M4 wires:
Drawn at 4 px/µm. Supply wires on this layer in gray.
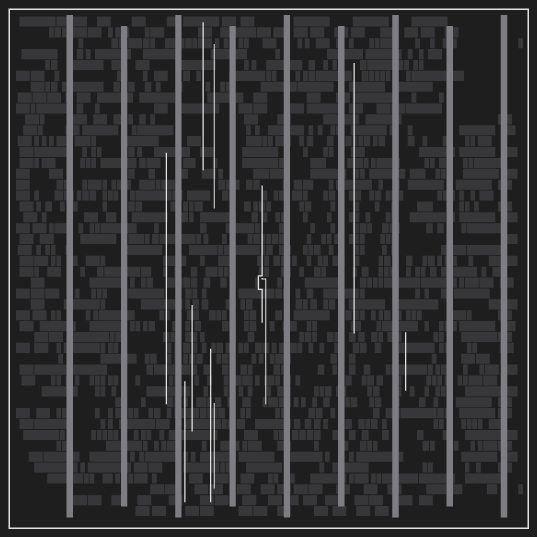
Routed metal, one color a layer:
Drawn at 4 px/µm.
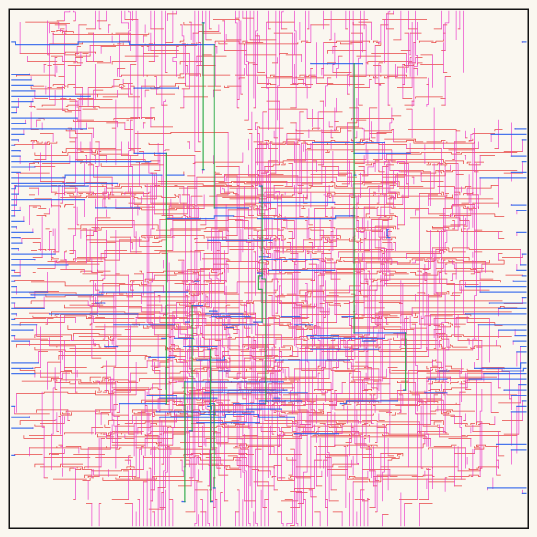
==> config.mk <==
export PLATFORM = sky130hd
export DESIGN_NAME = mem_access_unit
export DESIGN_NICKNAME = d
export VERILOG_FILES = /design/src/rtl/mem_access_unit.sv
export SDC_FILE = /design/constraint.sdc
export NUM_CORES = 1
export LEC_CHECK = 0
export ABC_AREA = 1
export CORE_UTILIZATION = 40
export CTS_BUF_LIST = sky130_fd_sc_hd__clkbuf_2
export DETAILED_ROUTE_END_ITERATION = 16
export PLACE_DENSITY_LB_ADDON = 0.08
export SLEW_MARGIN = 20
export SYNTH_ARGS = -nofsm -noshare
export SYNTH_HDL_FRONTEND = slang
export SYNTH_SLANG_ARGS = --single-unit
==> constraint.sdc <==
create_clock -name clk -period 4 [get_ports clk]
set_input_delay 0.8 -clock clk [delete_from_list [all_inputs] [get_ports clk]]
set_output_delay 0.8 -clock clk [all_outputs]
set_load 0.01 [all_outputs]
==> out/results.ini <==
[status]
outcome=finished clean

[floorplanning]
die_h_um=129
fp.dieW_um=129
fp_util=0.408

[worst_setup_path]
cp.depth=10
crit_slowest_cell=buf_4
start_kind=flip-flop
crit_path_max_fanout=36
critPathTopFamily=buffers and inverters
r2r_cells=10

[clock_tree]
clock.latency.late_pin_ns=0.70
clk_pin_slew_ns=0.19
cts_tree=done
cts_sinks=123

[final_timing]
min_period_over_period=0.655
finalHoldViolCount=0
setup_viol_count_final=0
maxSlewHeadroom=0.327

[pwr]
p_sw_frac=0.424
vdd_drop_max_uv=265
p_clk_frac=0.171
p_per_area_mw_per_mm2=580
top_power_group=combinational cells
pg_comb_mw=2.42

[logic_synthesis]
ys_sh_mux=0.0156
synth.distinct_cells=29
ys_area_mm2=0.00649
yosysWarnings=0
synth_area_leader_cell=dfrtp_1
top_area_frac=0.471
yosysCellCount=895

[cells_and_area]
buf_share=0.235
n_all_buffers=209
lay_top_count=nand2_1
final.clkbuf_count=18
antennaDiodeCount=0

[worst_hold_path]
hold_path.class=in2async

[placed_design]
hpwlAfterDp_mm=14.5

## Picture notes: 'M4 wires'
- nets with wire on the layer: 9
- wire length on this layer: 410 µm
total routed wirelength: 19.6 mm
via count: 6,373

## Picture notes: 'routed metal, one color a layer'
- M3: blue (wire length 1,340 µm)
- M4: green (wire length 410 µm)
- M2: magenta (wire length 8,730 µm)
- M1: red (wire length 9,080 µm)
total global-route track usage: 0.241
average wire per standard cell: 15.0 µm

==> metal layers <==
| layer | track usage | share of wire | vias up |
|---|---|---|---|
| li1 | - | - | 3178 |
| met1 | 0.338 | 0.46 | 2919 |
| met2 | 0.363 | 0.45 | 247 |
| met3 | 0.0574 | 0.068 | 29 |
| met4 | 0.0858 | 0.021 | 0 |
| met5 | 0 | 0 | - |
==> stage by stage <==
step | std cells | cell area (µm²) | hold WS (ns) | power, mW | worst slack (ns)
after detailed placement | 1272 | 8590 | 0.459 | 4.29 | 1.35
after global routing | 1304 | 8860 | 0.101 | 5.55 | 1.14
after global placement | 1272 | 8590 | 0.454 | 4.25 | 1.39
after floorplan | 896 | 6490 | 0.503 | 3.38 | 2.17
after CTS | 1304 | 8860 | 0.0811 | 5.18 | 1.30
final | 1304 | 8860 | 0.130 | 5.14 | 1.38
Power figures rest on the tool's default switching activity, not on a simulated workload.
